## config.mk

```make
export PLATFORM = sky130hd
export DESIGN_NAME = mips_cpu_pc_seq
export DESIGN_NICKNAME = d
export VERILOG_FILES = /design/src/rtl/mips_cpu_pc_seq.sv
export SDC_FILE = /design/constraint.sdc
export NUM_CORES = 1
export LEC_CHECK = 0
export ABC_AREA = 1
export CAP_MARGIN = 15
export CORE_MARGIN = 4
export CORE_UTILIZATION = 50
export DETAILED_ROUTE_END_ITERATION = 8
export PLACE_DENSITY = 0.77
export SYNTH_ARGS = -nofsm -noshare
export SYNTH_HDL_FRONTEND = slang
export SYNTH_SLANG_ARGS = --single-unit
export TNS_END_PERCENT = 50
```

## constraint.sdc

```tcl
create_clock -name clk -period 3.75 [get_ports clk]
set_clock_uncertainty 0.15 [all_clocks]
set_input_delay 0.5625 -clock clk [delete_from_list [all_inputs] [get_ports clk]]
set_output_delay 0.5625 -clock clk [all_outputs]
set_load 0.01 [all_outputs]
```

## src/rtl/mips_cpu_pc_seq.sv

```systemverilog
// mips_cpu_pc_seq
//   Program-counter sequencer for the MIPS CPU. Holds the fetch PC and steps it
//   sequentially or redirects it for branches, jumps and jump-register. When
//   DELAY_SLOT is set, the redirect takes effect after one delay-slot
//   instruction. The block also handles stalls, exception redirection and
//   halting on a fixed address.
//
// Ports
//   clk           in   rising-edge clock
//   rst           in   asynchronous active-low reset
//   stall         in   hold all state this cycle
//   pc_ctrl       in   0 seq, 1 branch, 2 jump, 3 jump-register
//   branch_taken  in   branch condition (pc_ctrl==1 only)
//   instr         in   instruction at pc_out (imm16 / index26 source)
//   reg_readdata  in   rs value for jump-register
//   exc           in   exception request for instruction at pc_out
//   pc_out        out  current fetch PC
//   pc_link       out  pc_out+8 link address
//   active        out  1 while running, 0 once HALT_ADDR is reached
//   in_delay_slot out  pc_out is a delay-slot instruction
//   addr_err      out  sticky: some redirect target was misaligned
module mips_cpu_pc_seq #(
    parameter logic [31:0] RESET_VECTOR = 32'hBFC00000,
    parameter logic [31:0] HALT_ADDR    = 32'h00000000,
    parameter logic [31:0] EXC_VECTOR   = 32'hBFC00180,
    parameter int          DELAY_SLOT   = 1
) (
    input  logic        clk,
    input  logic        rst,
    input  logic        stall,
    input  logic [1:0]  pc_ctrl,
    input  logic        branch_taken,
    input  logic [31:0] instr,
    input  logic [31:0] reg_readdata,
    input  logic        exc,
    output logic [31:0] pc_out,
    output logic [31:0] pc_link,
    output logic        active,
    output logic        in_delay_slot,
    output logic        addr_err
);

    typedef enum logic [1:0] {
        S_RUN    = 2'd0,
        S_DELAY  = 2'd1,
        S_HALTED = 2'd2
    } state_t;

    state_t      state_q, state_d;
    logic [31:0] pc_q, pc_d;
    logic [31:0] tgt_q, tgt_d;
    logic        active_q, active_d;
    logic        aerr_q, aerr_d;

    logic [31:0] pc4;
    logic [31:0] br_off;
    logic [31:0] target;
    logic        redirect;
    logic        advance;
    logic        halt_hit;

    // Opcode bits never affect the PC.
    logic        unused_opcode;
    assign unused_opcode = ^instr[31:26];

    assign pc4    = pc_q + 32'd4;
    assign br_off = {{14{instr[15]}}, instr[15:0], 2'b00};

    always_comb begin
        target = pc4;
        unique case (pc_ctrl)
            2'd1:    target = pc4 + br_off;
            2'd2:    target = {pc4[31:28], instr[25:0], 2'b00};
            2'd3:    target = reg_readdata;
            default: target = pc4;
        endcase
    end

    assign redirect = ((pc_ctrl == 2'd1) && branch_taken) ||
                      (pc_ctrl == 2'd2) || (pc_ctrl == 2'd3);
    assign advance  = !stall && active_q;
    // Halt detection ignores stall so a stalled pipeline still stops here.
    assign halt_hit = active_q && (pc_q == HALT_ADDR);

    always_comb begin
        state_d  = state_q;
        pc_d     = pc_q;
        tgt_d    = tgt_q;
        active_d = active_q;
        aerr_d   = aerr_q;
        if (halt_hit) begin
            active_d = 1'b0;
            state_d  = S_HALTED;
        end else if (advance) begin
            if (exc) begin
                // Exception wins over everything; any pending redirect is dropped.
                pc_d    = EXC_VECTOR;
                state_d = S_RUN;
                tgt_d   = '0;
            end else if (state_q == S_DELAY) begin
                // Control flow in a delay slot is not supported and ignored.
                pc_d    = tgt_q;
                state_d = S_RUN;
            end else if (redirect) begin
                if (target[1:0] != 2'b00) aerr_d = 1'b1;
                if (DELAY_SLOT != 0) begin
                    tgt_d   = target;
                    pc_d    = pc4;
                    state_d = S_DELAY;
                end else begin
                    pc_d = target;
                end
            end else begin
                pc_d = pc4;
            end
        end
    end

    always_ff @(posedge clk or negedge rst) begin
        if (!rst) begin
            state_q  <= S_RUN;
            pc_q     <= RESET_VECTOR;
            tgt_q    <= '0;
            active_q <= 1'b1;
            aerr_q   <= 1'b0;
        end else begin
            state_q  <= state_d;
            pc_q     <= pc_d;
            tgt_q    <= tgt_d;
            active_q <= active_d;
            aerr_q   <= aerr_d;
        end
    end

    assign pc_out        = pc_q;
    assign pc_link       = pc_q + 32'd8;
    assign active        = active_q;
    assign in_delay_slot = (state_q == S_DELAY);
    assign addr_err      = aerr_q;

endmodule
```

### Ports around the boundary, run 1

Pins as bars across the die edge, other pins in gray.
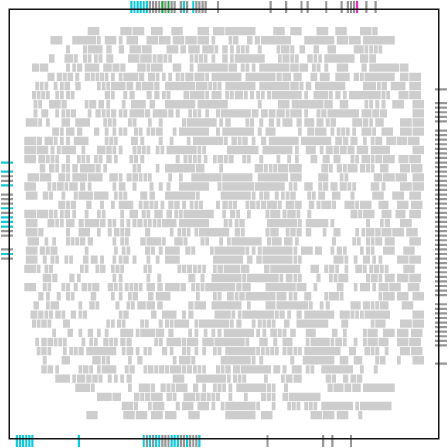
| port | color | pins | direction | edge |
|---|---|---|---|---|
| `instr` | cyan | 32 | input | 16 south, 8 north, 8 west |
| `pc_ctrl` | green | 2 | input | north |
| `clk` | magenta | 1 | input | north |
all pins by edge: 54 east, 36 north, 30 south, 18 west

### Sequential cells colored by netlist name, run 1

Other sequential cells in the stronger gray, the rest of the logic in the fainter gray.
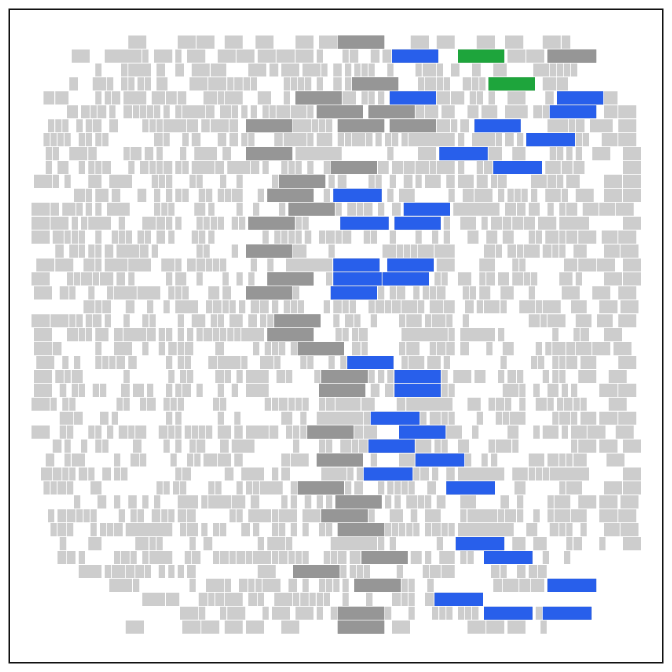
| netlist name | color | placed flops |
|---|---|---|
| `state_q` | green | 2 |
| `pc_out` | blue | 32 |
not colored: 34

### Clock network drawn from the DEF, run 1

Scale bar: 50 um.
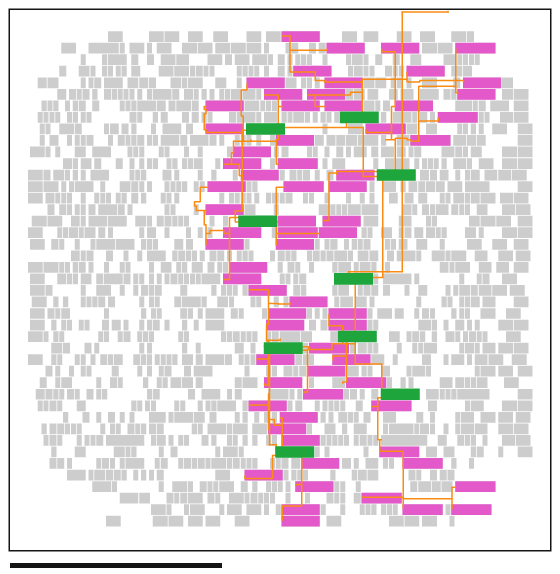
[clock wires] orange | length: 875 um
[cells driving clock nets] green | count: 9
[flip-flops] magenta | count: 68
routed clock nets: 10

==> run summary, run 1 <==
flow finished, numbers: cycle use final=95.4%, Non-clock buffers=168, nature of the critical path endpoint=register, Core ar.=13900 um2, aoi share=11.2%, filler instances=1320, Worst-Skew Late Latency=340 ps, number of H-tree levels=3, Post-Layout Inst Area=9000 um2, register bit count reported by yosys=68, share of cells above drive strength 1=9.30%, Tot GR Track Use=29.7%, Fin. Hold Viols=0, clock buffer count=13, Final HPWL DP=19.9 mm, Synth Net Count=1270, num ports=138, top cell class by occupied area=logic gates, Multiplexer share=0%, first-pass detailed-route iteration total=5, status=completed, Slew HR=44.0%, initial antenna violation count=0, PwrDens=221 nW/um2, crit path cell chain=nand2_1 -> nor2_1 -> nand2_1 -> xor2_1 -> o21ai_0 -> inv_1 -> ha_1 -> a21oi_1 -> o21ai_1 -> nand3b_1 -> nand2_1 -> nand3b_1 -> nand3_1 -> nand2_1 -> nand2_1 -> nand2_1, clk sinks=68, syn_area_per_cell=6.13 um2, CP bufs+invs=1, critical path type=reg2reg, top cells by area, synth=nand2_1 (22%), dfrtp_1 (20%), inv_1 (6.5%), ha_1 (6.3%), nor2_1 (6.1%), fin worst setup slack=173 ps, CP Max Fanout=8, Comb pwr share=19.1%, invs w/o clock=133, Max Fclk=280 MHz, Avg Vias per Cell=5.40, # DRC=0, global-route wire length before repair=38.2 mm, YS chip area=7120 um2, Worst path most repeated cell=nand2_1, TNS Setup=0 ps, Synth area leader=nand2_1, Tmin final=3580 ps
[run 1: metal layers]
layer / share of wire, % / GRT usage, %
met5: 0 / 0
met4: 3.1 / 10.7
met3: 7.7 / 2.93
met2: 45 / 47.3
met1: 44 / 42.1
[run 1: cell usage in the layout (no fill, tap or decap), types with 10 or more instances in the layout]
cell | netlist | layout
nor2_2 | 11 | 13
dfstp_2 | 10 | 10
a21oi_1 | 48 | 47
inv_1 | 124 | 124
o21ai_0 | 48 | 45
nand2_1 | 421 | 421
nand3_1 | 67 | 66
ha_1 | 36 | 35
nor3_1 | 16 | 14
clkdlybuf4s50_1 | 0 | 130
dfrtp_1 | 58 | 51
nand2_2 | 10 | 10
nand4_1 | 16 | 16
xor2_1 | 41 | 41
nor2_1 | 116 | 113
o21ai_1 | 9 | 12
o22ai_1 | 12 | 12
buf_4 | 16 | 37
[run 1: power groups by stage]
stage          sequential, mW  combinational (mW)  clock (mW)
3_5_place_dp            0.761               0.368           0
6_report                0.749               0.380       0.860
5_1_grt                 0.749               0.418       0.901
3_3_place_gp            0.761               0.365           0
2_1_floorplan           0.762               0.191           0
4_1_cts                 0.749               0.370       0.866
[run 1: Yosys cell counts, drive strengths merged]
cell type  count
nand3b         6
ha            36
nor3b          1
inv          128
nand3         68
fa             1
dfrtp         58
a32oi          2
and2           3
a211oi         1
buf           36
o22ai         12
a21boi         1
nand4         16
nor4          10
o211ai         2
o21a           1
o21bai         7
xor2          41
a21oi         49
clkinv         5
a21o           2
nor3          22
xnor2          3
a22oi          7
o21ai         58
nand2        432
and3           1
or2            5
a31oi          1
dfstp         10
nor2         128
clkbuf         9
[run 1: registers in the layout, summed over array words and instances, names as in the netlist]
name and cells:
state_q 2, addr_err 1, tgt_q 32, pc_out 32, active 1
### Signal wires on met4, run 1

Cells faint in the background.
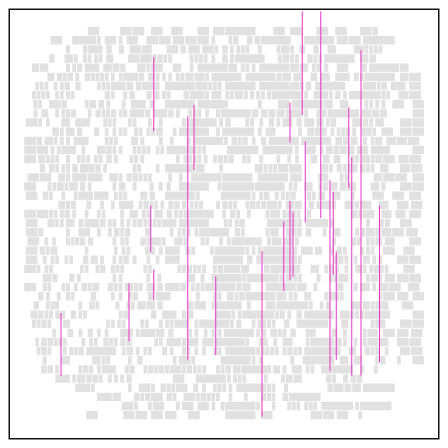

==> inputs of run 2 (changes only) <==
Settings changed: CORE_UTILIZATION 50 to 49, PLACE_DENSITY 0.77 to 0.79, SKIP_LAST_GASP set to 1.
Clock period 3.75 ns to 3.2 ns, I/O delays scaled along.
### Signal wires on met4, run 2

Cells faint in the background.
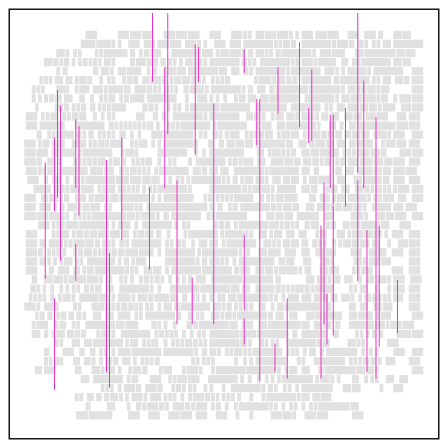
share of all routed wire: 4.8%
nets with wire on the layer: 39
wire length on this layer: 1370 um
main direction: vertical
longest straight run: 84.3 um

==> run 2 against run 1 <==
The flow now finishes with violations (negative setup slack). Flip-flop count is the same. Combinational power grew about 50%. Routed wire length grew 15%. Via count grew 13%. Cell count grew 9.3%. Utilization grew 13 points. Total power grew 27%. Clock power grew 24%. Register-to-register slack lost 210 ps. Largest cell class unchanged. Largest power group unchanged.
==> run summary, run 2 <==
flow finished, numbers: status=finished, violations left, failing checks=negative setup slack, filler instances=1011 (-23%), top routing layer in use=met4, num ports=138 (unchanged), Tmin final=3230 ps (-343 ps), PwrDens=231 nW/um2 (+4.5%), Max Fclk=309 MHz (+11%), first-pass detailed-route iteration total=5 (unchanged), met2 WL post-DR=13.2 mm (+18%), Final HPWL DP=21.1 mm (+5.7%), nature of the critical path endpoint=register, crit path cell chain=ha_4 -> inv_2 -> nor2_4 -> nand2_4 -> xor2_1 -> o21ai_1 -> inv_2 -> ha_1 -> a21oi_2 -> o21ai_1 -> nand3b_1 -> buf_4 -> nand2_1 -> nand2_1 -> o22ai_1 -> nand2_1 -> nand2_1, Avg Vias per Cell=5.56 (+3.0%), CP bufs+invs=3 (+2), register bit count reported by yosys=68 (unchanged), initial antenna violation count=0 (unchanged), most numerous logic cell after layout=nand2_1, TNS Setup=-65.3 ps (-65.3 ps), Worst-Skew Late Latency=340 ps (about the same), Worst path most repeated cell=nand2_1, Synth Net Count=1270 (unchanged), wl on met1=11.6 mm (+6.7%), top_reg_cell synth=dfrtp_1, critical path type=reg2reg, fin worst setup slack=-33.7 ps (-207 ps), cycle use final=101% (+5.7 points), final setup violation count=4, Fin. Hold Viols=0 (unchanged), Slew HR=40.7% (-3.3 points), Synth area leader=nand2_1, # DRC=0 (unchanged), Tot GR Track Use=31.5% (+1.8 points), clk sinks=68 (unchanged)
### Sequential cells colored by netlist name, run 2

Other sequential cells in the stronger gray, the rest of the logic in the fainter gray.
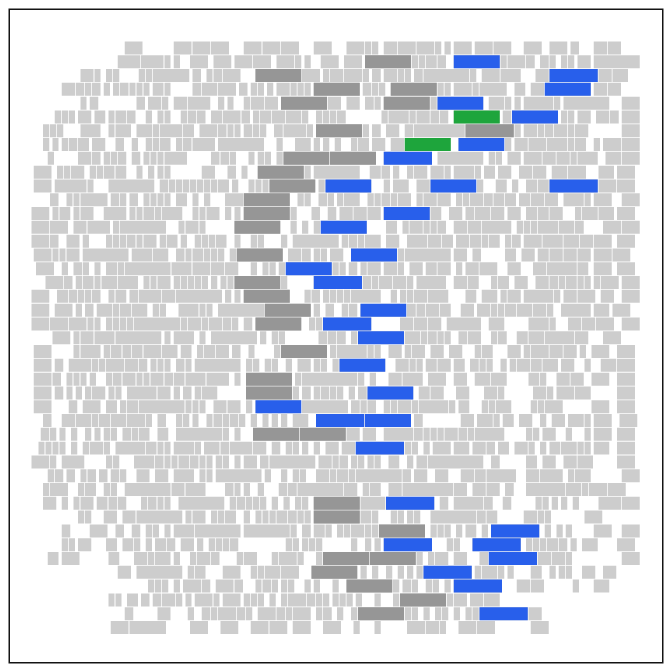
FF/Latch Area: 1720 um2
Finished Core Util: 77.6%
sequential cell area share: 15.8%

## run 2: report_power, final
| group | switching (mW) | internal, mW |
|---|---|---|
| logic | 0.310 | 0.259 |
| registers | 0.00532 | 0.869 |
| clock network | 0.374 | 0.699 |
## run 2: kinds of logic (layout without fill, tap and decap cells)
| kind of cell | Yosys count | count (layout) | synth area share (%) |
|---|---|---|---|
| AOI/OAI and AO/OA | 143 | 143 | 11.2 |
| xor gates and xnor gates | 44 | 44 | 5.41 |
| adders and majority gates | 37 | 37 | 6.61 |
| buffers and inverters | 178 | 455 | 11.2 |
| DFF | 68 | 68 | 24.1 |
| and+or+nand+nor | 692 | 692 | 41.5 |
## run 2: repair_timing
item | CTS | global route
resized | 59 | 144
pin swaps | 20 | 62
cloned | 0 | 0
hold buffers | 0 | 0
endpoints found under the setup margin | 18 | 37
setup buffers | 8 | 20
## run 2: path summary, 6_finish.rpt
path	startpoint	to
setup / recovery	pc_out[3]$_DFFE_PN0P_	tgt_q[12]$_DFFE_PN0P_
hold / removal	rst	pc_out[3]$_DFFE_PN0P_
min in group clk	tgt_q[10]$_DFFE_PN0P_	tgt_q[10]$_DFFE_PN0P_
hold reg to reg	tgt_q[10]$_DFFE_PN0P_	tgt_q[10]$_DFFE_PN0P_
setup reg to reg	pc_out[3]$_DFFE_PN0P_	tgt_q[12]$_DFFE_PN0P_
max in group asynchronous	rst	pc_out[28]$_DFFE_PN1P_
## run 2: final cells by class
class | instances | area share (%)
multi-input combinational | 916 | 50.4
sequential | 68 | 15.8
clock buffer | 11 | 2.23
tap | 180 | 2.07
inverter | 133 | 4.59
timing repair buffer | 307 | 24.3
clock inverter | 4 | 0.677
## run 2: layer usage
metal	global-route usage [%]	vias to the layer above
met5	0	-
met4	12.7	0
met3	3.65	98
met2	50.0	504
met1	43.8	4164
li1	-	4236
### Ports around the boundary, run 2

Pins as bars across the die edge, other pins in gray.
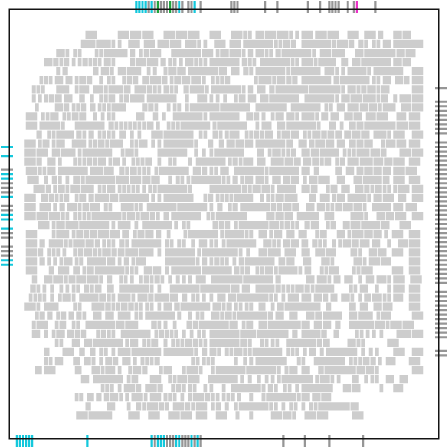

==> inputs of run 3 (changes only) <==
Settings changed: CORE_UTILIZATION 49 to 40, PLACE_DENSITY 0.79 to 0.67.
### Ports around the boundary, run 3

Pins as bars across the die edge, other pins in gray.
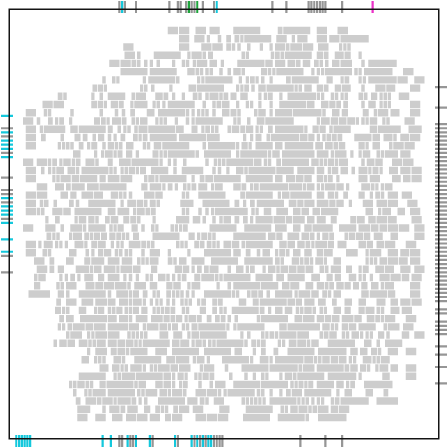
| port | color | pins | direction | edge |
|---|---|---|---|---|
| `pc_ctrl` | green | 2 | input | north |
| `clk` | magenta | 1 | input | north |
| `instr` | cyan | 32 | input | 17 south, 13 west, 2 north |
all pins by edge: 56 east, 33 south, 26 north, 23 west

### Signal wires on met4, run 3

Cells faint in the background.
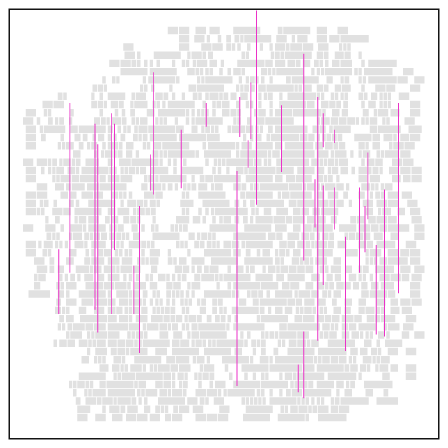
main direction: vertical
share of all routed wire: 3.9%
longest straight run: 80.2 um
nets with wire on the layer: 33
via count: 8827
drt total wl: 29.6 mm

==> run 3 against run 2 <==
The run ends with negative hold slack, negative setup slack left. Hold slack worse by 99 ps. Clock power is about 20% higher. Die area is 21% higher. Synthesized cell count stayed put. Via count is 1.9% lower. Register-to-register slack worse by 20 ps. First-iteration DRC count is 31% lower. Global-route usage is 3.8 points lower. Combinational power is 7.4% higher. Fmax is 0.65% lower. Highest routed layer unchanged.
==> run summary, run 3 <==
flow finished, numbers: clock group share of total power=45.4% (+2.8 points), Slew HR=33.2% (-7.5 points), Arrival @ worst endpoint=3340 ps, internal power=2.00 mW (+9.1%), crit path cell chain=buf_12 -> ha_4 -> inv_4 -> nor2_4 -> nand2_4 -> nor2_4 -> buf_6 -> nand2_2 -> nor2_4 -> xor2_2 -> inv_2 -> ha_4 -> a21oi_2 -> nor2_1 -> nor2_1 -> nand2_1 -> a21oi_2 -> nand3_1 -> nand3_2 -> nand2_1 -> nand2_1 -> nand2_1, Max Fclk=307 MHz (-0.65%), nature of the critical path endpoint=register, Sequential Power Share=32.2% (-2.6 points), register bit count reported by yosys=68 (unchanged), Comb pwr share=22.4% (-0.2 points), CP bufs+invs=4 (+1), final setup violation count=4 (unchanged), Psw=729 uW (+5.8%), Worst-Skew Late Latency=340 ps (about the same), Tmin final=3260 ps (+21.3 ps), most numerous logic cell after layout=nand2_1, Critical Path Sink=tgt_q[29]$_DFFE_PN0P_, Fin. Hold Viols=5 (+5), top_reg_cell synth=dfrtp_1, filler instances=1505 (+49%), clk sinks=68 (unchanged), critical path startpoint=pc_out[3]$_DFFE_PN0P_, failing checks=negative hold slack, negative setup slack, Worst path most repeated cell=nand2_1, Hold Slack=-7.43 ps, hold_buf cts=0 (unchanged), status=finished, violations left, # DRC=0 (unchanged), Final HPWL DP=22.5 mm (+6.7%), num ports=138 (unchanged), first-pass detailed-route iteration total=6 (+1), Synth area leader=nand2_1, TNS Setup=-126 ps (-60.7 ps), Tot GR Track Use=27.7% (-3.8 points), fin worst setup slack=-55.0 ps (-21.3 ps), cycle use final=102% (+0.67 points)
run 3: cell counts after synthesis:
Identical to the previous run, type by type.
run 3: routing by layer:
layer	track usage, %	share of wire, %	up-vias
li1	-	-	4281
met1	36.0	41	4089
met2	48.0	48	383
met3	2.73	6.7	74
met4	10.2	3.9	0
met5	0	0	-
run 3: cell families after synthesis:
group	count (synthesis)	share of synthesized area, %
flip-flops	68	24.1
XOR/XNOR	44	5.41
buffers and inverters	178	11.2
AND-OR/OR-AND	143	11.2
AND/OR/NAND/NOR	692	41.5
adder cells (fa/ha/maj)	37	6.61
run 3: repair_timing:
item                       CTS  global route
setup endpoints to repair   24            43
pin swaps                   27            78
buffers inserted             9            18
resized                     98           196
run 3: cell type report:
type | instances | area, um2 | share of cell area, %
Timing Repair Buffer | 329 | 2890 | 25.2
Multi-Input combinational cell | 916 | 5730 | 49.8
Clock buffer | 10 | 229 | 1.99
Tap cell | 225 | 282 | 2.45
Sequential cell | 68 | 1730 | 15.0
Clock inverter | 6 | 136 | 1.19
Inverter | 133 | 510 | 4.44
run 3: power by group through the flow:
stage               Clock [mW]  Combinational, mW  Sequential [mW]
floorplan                    0              0.224            0.893
global placement             0              0.488            0.891
detailed placement           0              0.491            0.891
CTS                       1.24              0.534            0.876
global route              1.28              0.660            0.876
finish                    1.24              0.611            0.876
run 3: stage by stage:
step	hold WS [ps]	utilization, %	std cells
global route	38.4	66.3	1687
detailed placement	309	56.1	1646
CTS	12.4	61.3	1671
finish	-7.43	66.3	1687
global placement	304	56.1	1646
floorplan	34.4	-	1162

==> layout pictures side by side <==
Track usage over the die.
image #1
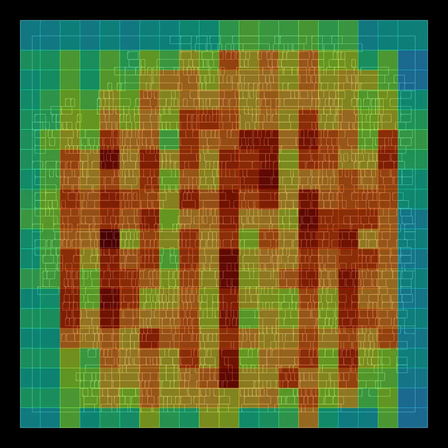
image #2
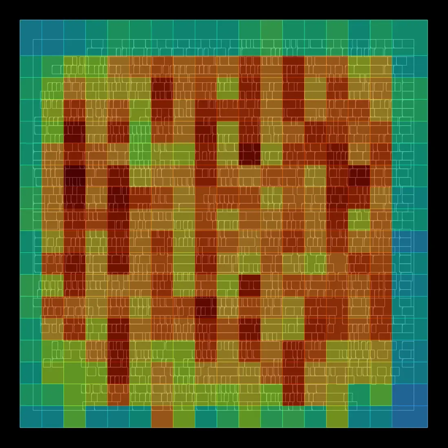
image #3
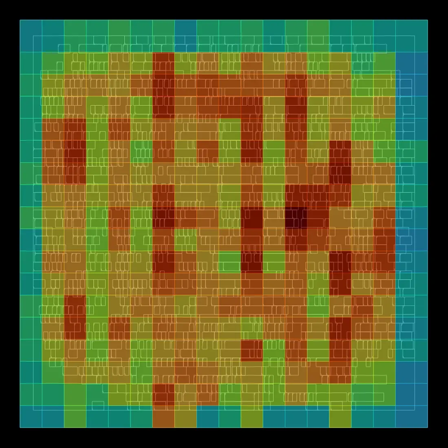
| picture | from |
|---|---|
| image #1 | run 3 |
| image #3 | run 1 |
| image #2 | run 2 |
The one with the highest utilization is image #2.

Power and IR drop assume default switching activity.
